==> config.mk <==
export PLATFORM = sky130hd
export DESIGN_NAME = mmu_bus_arb
export DESIGN_NICKNAME = d
export VERILOG_FILES = /design/src/rtl/rf68851_pkg.sv /design/src/rtl/bus_timeout_ctr.sv /design/src/rtl/mmu_bus_arb.sv
export SDC_FILE = /design/constraint.sdc
export NUM_CORES = 1
export LEC_CHECK = 0
export CAP_MARGIN = 20
export CORE_AREA = 2 2 144 146
export DETAILED_ROUTE_END_ITERATION = 8
export DIE_AREA = 0 0 146 148
export PLACE_DENSITY = 0.56
export SYNTH_ARGS = -nofsm -noshare
export SYNTH_HDL_FRONTEND = slang
export SYNTH_SLANG_ARGS = --single-unit
==> constraint.sdc <==
create_clock -name clk_i -period 4.74 [get_ports clk_i]
set_input_delay 0.948 -clock clk_i [delete_from_list [all_inputs] [get_ports clk_i]]
set_output_delay 0.948 -clock clk_i [all_outputs]
set_load 0.02 [all_outputs]
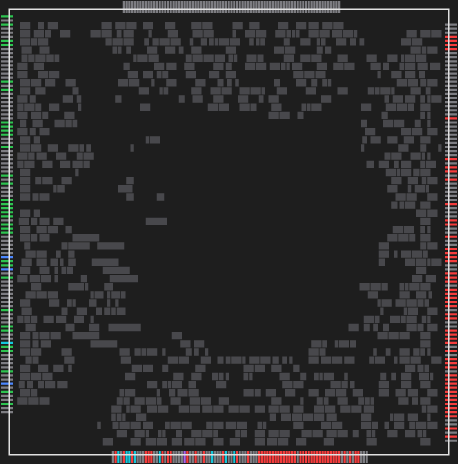
Figure 1: run 1, pin map.
Scale: 3 px per µm. Pins as bars across the die edge, other pins in grey.
Key: red = `req_adr_i` [pins 96, direction input, edge 48 bottom, 48 right]; blue = `req_ack_o` [pins 3, direction output, edge left]; cyan = `req_fc_i` [pins 9, direction input, edge 8 bottom, 1 left]; purple = `mwe_o` [pins 1, direction output, edge bottom]; green = `mdat_i` [pins 32, direction input, edge left]
All pins by edge: 103 right, 98 left, 93 bottom, 79 top.
Die Width: 146 µm
Die Height: 148 µm

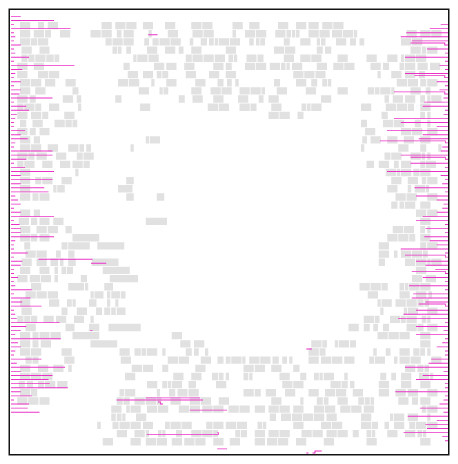
Figure 2: run 1, M3 wires.
Scale: 3 px per µm. Cells faint in the background.
The layer carries 1330 µm of wire. The wires run mostly horizontal.
via count: 4025
wirelength, routed: 14.98 mm
met3 Track Usage GR: 0.03333

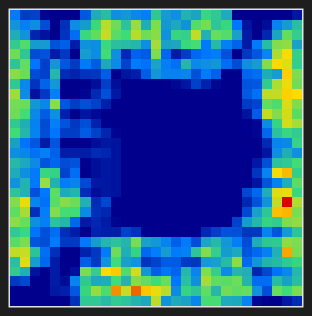
Figure 3: run 1, wiring heat map.
Scale: 2 px per µm. The die is cut into 29 by 30 equal tiles; dark blue is low, red is high, scaled to the fullest tile. Values are wire area over tile area, all layers added.
The emptiest ninth of the die: centre. 29% of the tiles are nearly empty. 15% of the tiles are over half the peak. The mean over all tiles is 0.11. The fullest tile reaches 0.48.
DR WL/cell: 14.73 µm
gr usage total: 0.1289

==> GITHUB_STEP_SUMMARY <==
### Flow metrics

| Metric | Value |
|---|---|
| Status | `finished clean` |
| Cell Rows | `between 50 and 60` |
| Net Count, Synth | `between 600 and 700` |
| Log Warnings | `26` |
| Synth cell types | `29` |
| First-pass GRT wire length | `between 20 and 25 mm` |
| Max-slew headroom | `0.5356` |
| Tmin final | `approximately 3800 ps` |
| Max Root-Sink Buffers | `2` |
| Syn Area/Cell | `6.521 µm²` |
| Max Freq | `around 0.26 GHz` |
| Remaining global-route overflow | `0` |
| Final WS setup | `a little over 900 ps` |
| Area leader share | `0.2826` |
| Seq share, synth | `0.04869` |
| Commonest cells post-synth | `nand2_1 (77), a21oi_1 (76), mux2i_1 (74)` |
| Slew @ Worst Pin | `around 700 ps` |
| P_leak | `between 2 and 3 nW` |
| DRC violations left | `0` |
| CTS root buf | `clkbuf_16` |
| Max VDD drop | `0.4201 mV` |
| Fill count | `between 2000 and 2500` |
| Fin crit share | `0.8026` |
| Flip-flops with a built-in enable | `0` |
| Initial DRC count | `91` |
| N_diodes | `0` |
| Final setup violating endpoints | `0` |
| Met3 WL | `about 1.3 mm` |
| Cell type with the largest total area | `mux2i_1` |
| Yosys Chip Area | `approximately 2600 µm²` |
| CTS sink cnt | `5` |
| Vias per inst | `between 3 and 4` |
| Ys async rst share | `1.000` |
| CTS Buf Count | `3` |
| Post-route ant nets | `0` |
| Port Buffer Count | `between 300 and 400` |
| PD cells | `roughly 450 nW/µm²` |
| Max FO, Critical Path | `42` |
| Critical Path End Type | `output pin` |
| Routed metal-1 wire length | `between 6 and 7 mm` |
| Place WS | `~1100 ps` |
| Kind of critical path | `flip-flop to output pin` |
| R2R setup slack | `2720 ps` |
| Uppermost routed layer | `met4` |
| Ys cells | `402` |
| Reg clk slew, reported paths | `roughly 30 ps` |
| Cts-stage hold buffer count | `0` |
| Final hold violations | `0` |
| Initial antenna violation count | `0` |
| Met2 usage | `0.2349` |
| H-tree levels | `1` |
| Postcts setup bufs | `0` |
| CTS tree | `done` |
| Dpl hpwl | `~12 mm` |
| Die area | `roughly 22000 µm²` |
| Predominant post-synthesis flop cell | `dfrtp_1` |
| Worst-Skew Late Latency | `230 ps` |
| Yosys Warn Count | `0` |
| Area after DPL | `~6500 µm²` |
| Vias in the first global route | `between 4000 and 5000` |
| GR peak layer | `met2` |
| Global Route met1 Usage | `0.1553` |
| Final Util | `0.3294` |
| Largest net degree at the start of global routing | `around 75` |
| Top cells, area | `mux2i_1 (28%), or2_2 (15%), a21oi_1 (15%)` |
| Layout cells sized above 1 | `0.1071` |
| Core Density at Floorplan | `0.1308` |
| Setup TNS | `0 ps` |
| Core footprint | `about 20000 µm²` |
| Synth flops | `5` |
| R2r worst-path depth | `4` |
| Cts repair resizes | `0` |
| Max_cap viols | `0` |
| Area grow syn2layout | `151.8%` |
| Critical path arrival | `approximately 2900 ps` |
| Met2 routed WL | `approximately 7.5 mm` |
| Hold depth | `2` |
| First-pass iteration count of the detailed router | `4` |
| Top-count cell post-synth | `nand2_1` |
| Final Max Slew Viols | `0` |
| Nets | `~1000` |
| Type of origin of the critical path | `flip-flop` |
| I/O pin total | `373` |
| RD Place Congestion | `just under 0.8` |
| Fin area | `6600 µm²` |
| Setup Skew | `1.155 ps` |
| Critical Path RT | `around 3800 ps` |
| Synth Cell Area | `between 2000 and 3000 µm²` |
| Post-Syn Instances | `402` |
| RSZ-0062 raised after global routing | `false` |
| Hold Crit Class | `flip-flop to flip-flop` |
==> run 1: stage by stage <==
stage / std cells / hold slack (ps) / total power [W]
after detailed placement: 1013 / 518.6 / 0.002876
after CTS: 1017 / 525.0 / 0.003027
after global placement: 1013 / 502.1 / 0.002868
after global routing: 1017 / 561.1 / 0.003204
after floorplan: 402 / 463.8 / 0.001734
final: 1017 / 520.9 / 0.002972
==> run 1: logic make-up (layout without fill, tap and decap cells) <==
group,count (synthesis),in the layout,synth area share
AND/OR/NAND/NOR,199,199,0.3962
AND-OR/OR-AND,84,84,0.1742
multiplexers,74,74,0.2826
buffers and inverters,39,384,0.09690
flip-flops,5,5,0.04869
other,1,1,0.001431
==> run 1: area by class of cell <==
| cell class | instances | area [µm²] | area share |
|---|---|---|---|
| Timing Repair Buffer | 379 | 3799 | 0.5755 |
| Sequential cell | 5 | 131.4 | 0.01991 |
| Clock buffer | 4 | 78.83 | 0.01194 |
| Multi-Input combinational cell | 358 | 2250 | 0.3409 |
| Tap cell | 270 | 337.8 | 0.05118 |
| Inverter | 1 | 3.754 | 0.0005687 |
==> run 1: placed cells by master (no fill, tap or decap), types with 6 or more instances in the layout <==
cell,instances
clkdlybuf4s50_1,371
nand2_1,76
a21oi_1,76
mux2i_1,74
or2_2,63
and2_1,33
or2_0,10
nor2_1,6
buf_4,6
==> run 1: critical path, stage by stage (launching register included) <==
cell and delay (ps):
dfstp_4 1050, buf_4 340, mux2i_1 120, or2_2 290, a21oi_1 150, clkdlybuf4s50_1 620
==> run 1: report_power, final <==
part,internal (W),switching (W),total [W]
clock,0.000111,0.0000277,0.000139
combinational,0.00131,0.00131,0.00262
sequential,0.0000724,0.000139,0.000212
Power figures rest on the tool's default switching activity, not on a simulated workload.
